Fig. 1: run 1, met2 routing
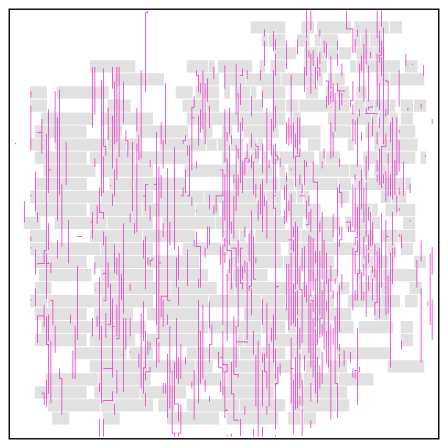
Fig. 2: run 1, sequential cells grouped by signal name
Other sequential cells in the stronger gray, the rest of the logic in the fainter gray.
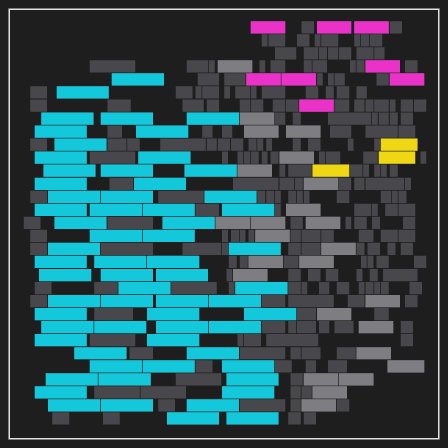
Fig. 3: run 1, M1 wires
Supply wires on this layer in gray.
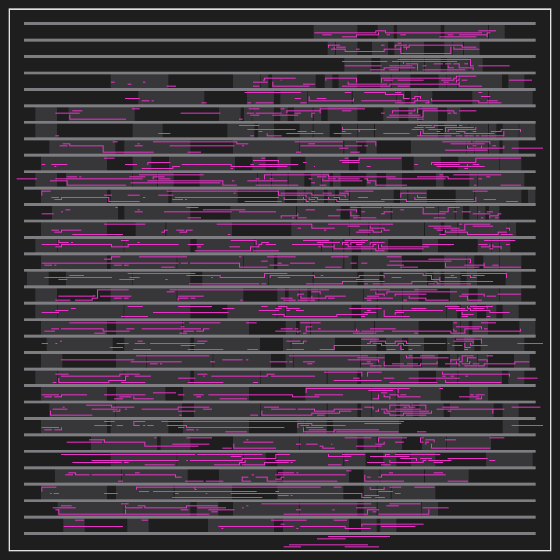
Fig. 4: run 1, congestion heat map
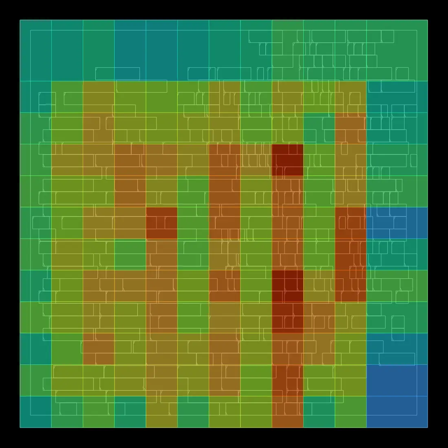
==> config.mk <==
export PLATFORM = sky130hd
export DESIGN_NAME = ac_sum_serializer_flat
export DESIGN_NICKNAME = d
export VERILOG_FILES = /design/src/rtl/ac_sum_serializer_if.sv /design/src/rtl/ac_sum_serializer.sv /design/src/flat_wrapper.sv
export SDC_FILE = /design/constraint.sdc
export NUM_CORES = 1
export LEC_CHECK = 0
export ABC_AREA = 0
export CORE_MARGIN = 2
export CORE_UTILIZATION = 56
export DETAILED_ROUTE_END_ITERATION = 8
export PLACE_DENSITY = 0.79
export SLEW_MARGIN = 20
export SYNTH_ARGS = -nofsm -noshare
export SYNTH_HDL_FRONTEND = slang
export SYNTH_SLANG_ARGS = --single-unit
==> constraint.sdc <==
create_clock -name clk -period 2.6 [get_ports clk]
set_clock_uncertainty 0.15 [all_clocks]
set_input_delay 0.39 -clock clk [delete_from_list [all_inputs] [get_ports clk]]
set_output_delay 0.39 -clock clk [all_outputs]
set_load 0.1 [all_outputs]
==> changes_impl.md, run 1 <==
## Flow update

* Leakage at 1.738 nW
* Hold path depth at 2
* Worst EP arrival at 2.34 ns
* # fillers at 506
* Setup_tns at 0 ns
* EDFF count, synth at 64
* Io pins at 41
* Overall power at 5.153 mW
* Post-CTS Setup Inserts at 0
* PortBufs at 39
* First-pass GRT wire length at 11540 µm
* F_max at 0.4550 GHz
* Top cells by area: edfxtp_1 (47%), dfxtp_1 (18%), mux4_1 (9.0%)
* Area Growth Syn to Fin at 17.87%
* Crit share post-route at 84.52%
* Yosys Warn Count at 0
* Final setup viols at 0
* CTS Buf Count at 9
* Worst vdd ir at 455.0 µV
* Clock Path Buffers at 2
* Largest register FFs at 64
* Hold WC Path Type: reg -> reg
* ANT cells at 0
* Detailed-route DRC error count at 0
* YS chip area at 0.004074 mm²
* Crit Path Max Fanout at 11
* Largest net degree at the start of global routing at 29
* Post-Syn Area at 0.004074 mm²
* Synth cell types at 49
* Dominant flop cell: edfxtp_1
* # rows at 31
* Antenna violations before repair at 0
* Vias in the first global route at 2329
* Status: finished, final reports clean
* Largest area contributor in the netlist: edfxtp_1
* Share of layout cells above drive strength 1 at 21.65%
* Pwr dens at 1073 mW/mm²
* CP endpoint kind: flop
* Die Y at 89.29 µm
* CTS tree: done
* Final antenna-violating net count at 0
* Post-synth seq share at 64.86%
* Worst setup SP type: flop
* RSZ-0062 raised after global routing: false
* Clk root buf: clkbuf_8
* CORE AREA at 0.007137 mm²
* Slew @ Worst Pin at 0.6213 ns
* Ys flops at 100
* Most used logic cell in the final layout: edfxtp_1
* Iteration-0 DRC Markers at 92
* Clk latency late pin at 0.36 ns
* Starting Density at 57.08%
* CTS Hold Bufs at 0
* Die Width at 89.29 µm
* Layout net count at 350
* FF-to-FF setup slack at 0.40 ns
* Chip Area at 0.007973 mm²
* Max Cap Viol at 0
* 1st-pass router iterations at 4
* Yosys cell count at 276
* Avg Inst Size Synth at 14.76 µm²
* Reg clk slew, reported paths at 0.10 ns
* Post_cts resized at 0
* Gate Area at 0.001314 mm²
* # H-tree levels at 3
* GRT overflow at 0
* Critical Path RT at 2.75 ns
* R2R depth at 9
* Syn Inst Count at 276
* Synth top area share at 47.17%
* Min cycle time layout at 2.198 ns
## Picture notes: Fig. 1
share of all routed wire	49%
main direction	vertical
wire length on this layer	3550 µm
final WL: 7204 µm
met2 usage: 31.85%
Vias: 2386

## Picture notes: Fig. 2
color	name in the netlist	sequential cells
cyan	u_core.mem	64
yellow	u_core.count	3
magenta	u_core.drop_cnt	8
Util after Layout: 67.29%
fraction of area in registers: 55.13%
Flop+latch power: 2.13 mW
Flop area: 0.002648 mm²

## Picture notes: Fig. 3
wire length on this layer	3350 µm
main direction	horizontal
longest straight run	40.0 µm
share of all routed wire	47%
GR Util met1: 26.53%

## Picture notes: Fig. 4
Top Usage Layer GRT: met2
drt wl/cell: 16.87 µm
met3 Resource Use GR: 3.693%
total global-route track usage: 19.82%

-- run 1: report_power, final --
part | leakage (nW) | total (mW) | internal (mW) | switching, mW
Sequential | 0.883 | 2.13 | 1.96 | 0.167
Clock | 0.112 | 1.11 | 0.557 | 0.549
Combinational | 0.742 | 1.92 | 0.717 | 1.20
Total | 1.74 | 5.15 | 3.24 | 1.92
-- run 1: critical path: stages (launching register included) --
cell and delay, ns:
dfxtp_1 0.39, inv_1 0.27, nand3_2 0.13, inv_2 0.10, ha_4 0.13, inv_2 0.03
fa_2 0.32, xor2_1 0.15, or3_1 0.32, a21oi_1 0.12
-- run 1: per-layer routing --
layer	share of wire (%)	wire length (µm)	global-route usage, %	vias up
met1	47	3353	26.53	1191
met4	1.7	119	8.955	0
li1	-	-	-	1148
met5	0	0	0	-
met2	49	3554	31.85	36
met3	2.5	177	3.693	11
-- run 1: metrics by stage --
step           cells  setup slack (ns)  hold WS [ns]  instance area [µm²]
6_report         427            0.4024        0.3175                 4802
5_1_grt          427            0.2741        0.3405                 4802
4_1_cts          427            0.3910        0.3205                 4802
3_5_place_dp     411           0.02443        0.3059                 4573
3_3_place_gp     411            0.1231        0.2954                 4573
2_1_floorplan    276           -0.2188        0.2866                 4104
-- run 1: cells by family after synthesis --
| group | share of synthesized area [%] |
|---|---|
| buf+inv | 3.409 |
| flops | 64.86 |
| fa+ha+maj | 2.334 |
| mux | 11.12 |
| xor+xnor | 1.075 |
| other cells | 0.09205 |
| simple gates | 8.139 |
| compound gates | 8.968 |
-- run 1: Yosys cell counts, drive strengths merged, types with 6 or more instances --
| cell | number |
|---|---|
| dfxtp | 36 |
| clkbuf | 6 |
| nand2 | 23 |
| o221a | 8 |
| a21oi | 20 |
| o21ai | 6 |
| and3 | 8 |
| ha | 6 |
| inv | 12 |
| edfxtp | 64 |
| nor2 | 12 |
| mux4 | 16 |
| o21a | 8 |
| buf | 9 |
-- run 1: cell type report --
| cell class | count | share of cell area [%] |
|---|---|---|
| flip-flops and latches | 100 | 55.13 |
| clock inverters | 7 | 2.189 |
| clock buffers | 9 | 2.579 |
| well taps | 99 | 2.579 |
| inverters | 12 | 0.9380 |
| repair buffers | 51 | 9.224 |
| multi-input cells | 149 | 27.36 |
Fig. 5: run 1, port wiring
Scale bar: 20 µm.
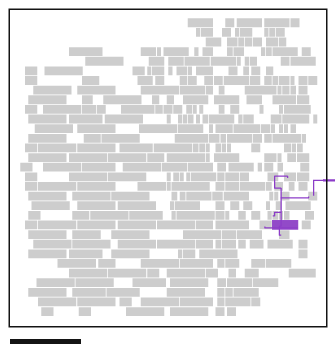

==> inputs of run 2 (changes only) <==
==> constraint.sdc (replaced) <==
create_clock -name clk -period 2.1 [get_ports clk]
set_clock_uncertainty 0.15 [all_clocks]
set_input_delay 0.315 -clock clk [delete_from_list [all_inputs] [get_ports clk]]
set_output_delay 0.315 -clock clk [all_outputs]
set_load 0.1 [all_outputs]
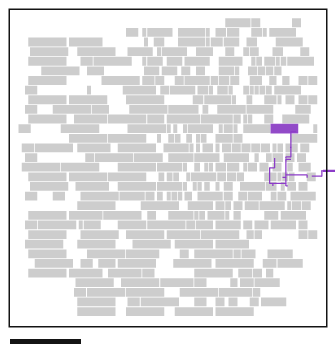
Fig. 6. Port wiring (run 2).
Scale bar: 20 µm.
color	port	bits	direction	edge	end cells	buffers	wire
purple	ob_out_last	1	output	east	1	2	46.1 µm
PortBufs: 39
io pins: 41

==> changes_impl.md, run 2 <==
## Flow update

* Synth top area share at 47.17%
* Ys flops at 100
* Critical Path RT at 2.24 ns
* Die Width at 89.29 µm
* R2R depth at 9
* Setup ws final at 0.03115 ns
* Starting Density at 57.08%
* ANT cells at 0
* Post-synth seq share at 64.86%
* Final instance count without filler cells at 437
* # H-tree levels at 3
* Setup_tns at 0 ns
* Min cycle time layout at 2.069 ns
* Count leader, synth: edfxtp_1
* Die Y at 89.29 µm
* Chip Area at 0.007973 mm²
* Slowest cell on crit path: dfxtp_2
* Placed Area at 0.004731 mm²
* Fin Hold WS at 0.2718 ns
* Share of layout cells above drive strength 1 at 28.11%
* Top cells by area: edfxtp_1 (47%), dfxtp_1 (18%), mux4_1 (9.0%)
* CTS Buf Count at 9
* First-pass GRT wire length at 11360 µm
* CTS tree: done
* # rows at 31
* Detailed-route DRC error count at 0
* Clk latency late pin at 0.35 ns
* CTS Hold Bufs at 0
* Most used logic cell in the final layout: edfxtp_1
* Leakage at 1.796 nW
* Post_cts resized at 0
* Largest register FFs at 64
* Crit share post-route at 98.52%
* Reg clk slew, reported paths at 0.09 ns
* Pre-CTS setup slack at -0.3724 ns
* Final antenna-violating net count at 0
* Post-CTS Setup Inserts at 0
* Fin area at 0.004936 mm²
* Total global-route track usage at 19.46%
* Pwr dens at 1286 mW/mm²
* Max Cap Viol at 0
* Worst vdd ir at 511.5 µV
* Overall power at 6.347 mW
* Status: finished, final reports clean
* FF-to-FF setup slack at 0.03 ns
* Vias at 2399
* Largest net degree at the start of global routing at 29
* Vias in the first global route at 2322
* Worst EP arrival at 2.21 ns
* RSZ-0062 raised after global routing: true
* Cell count after placement at 421
* Iteration-0 DRC Markers at 160
* EDFF count, synth at 64
* YS chip area at 0.004074 mm²
* Syn Inst Count at 276
* Final WL at 7236 µm
* Largest area contributor in the netlist: edfxtp_1
## run 2: kinds of logic (layout without fill, tap and decap cells)
group / after synthesis / count (layout) / synth area share [%]
xor gates and xnor gates: 5 / 5 / 1.075
adders and majority gates: 7 / 7 / 2.334
buffers and inverters: 27 / 89 / 3.409
other: 1 / 1 / 0.09205
DFF: 100 / 100 / 64.86
AOI/OAI and AO/OA: 52 / 52 / 8.968
muxes: 20 / 20 / 11.12
and+or+nand+nor: 64 / 64 / 8.139
## run 2: where the power goes
group          internal, mW  leakage [nW]  switching, mW  total (mW)
Combinational          1.01         0.818           1.56        2.58
Clock                 0.556        0.0897          0.626        1.18
Sequential             2.43         0.888          0.157        2.59
Total                  4.00          1.80           2.35        6.35
## run 2: critical path: cells and delay by family, from the launching register on
kind,cells,cell delay [ns]
simple gates,3,0.65
fa+ha+maj,2,0.45
flops,1,0.36
xor+xnor,1,0.16
compound gates,1,0.13
buf+inv,2,0.10
## run 2: metal layers
| layer | routed length (µm) | global-route usage, % |
|---|---|---|
| met1 | 3374 | 26.63 |
| met2 | 3576 | 31.85 |
| met3 | 215 | 3.047 |
| met4 | 69 | 7.327 |
| met5 | 0 | 0 |
## run 2: layout make-up
| class | count | area (µm²) |
|---|---|---|
| sequential | 100 | 2661 |
| fill | 517 | 2201 |
| multi-input combinational | 149 | 1325 |
| timing repair buffer | 61 | 583.1 |
| clock buffer | 11 | 131.4 |
| tap | 99 | 123.9 |
| clock inverter | 5 | 62.56 |
| inverter | 12 | 48.80 |
Power is estimated from default activity; no workload was simulated.
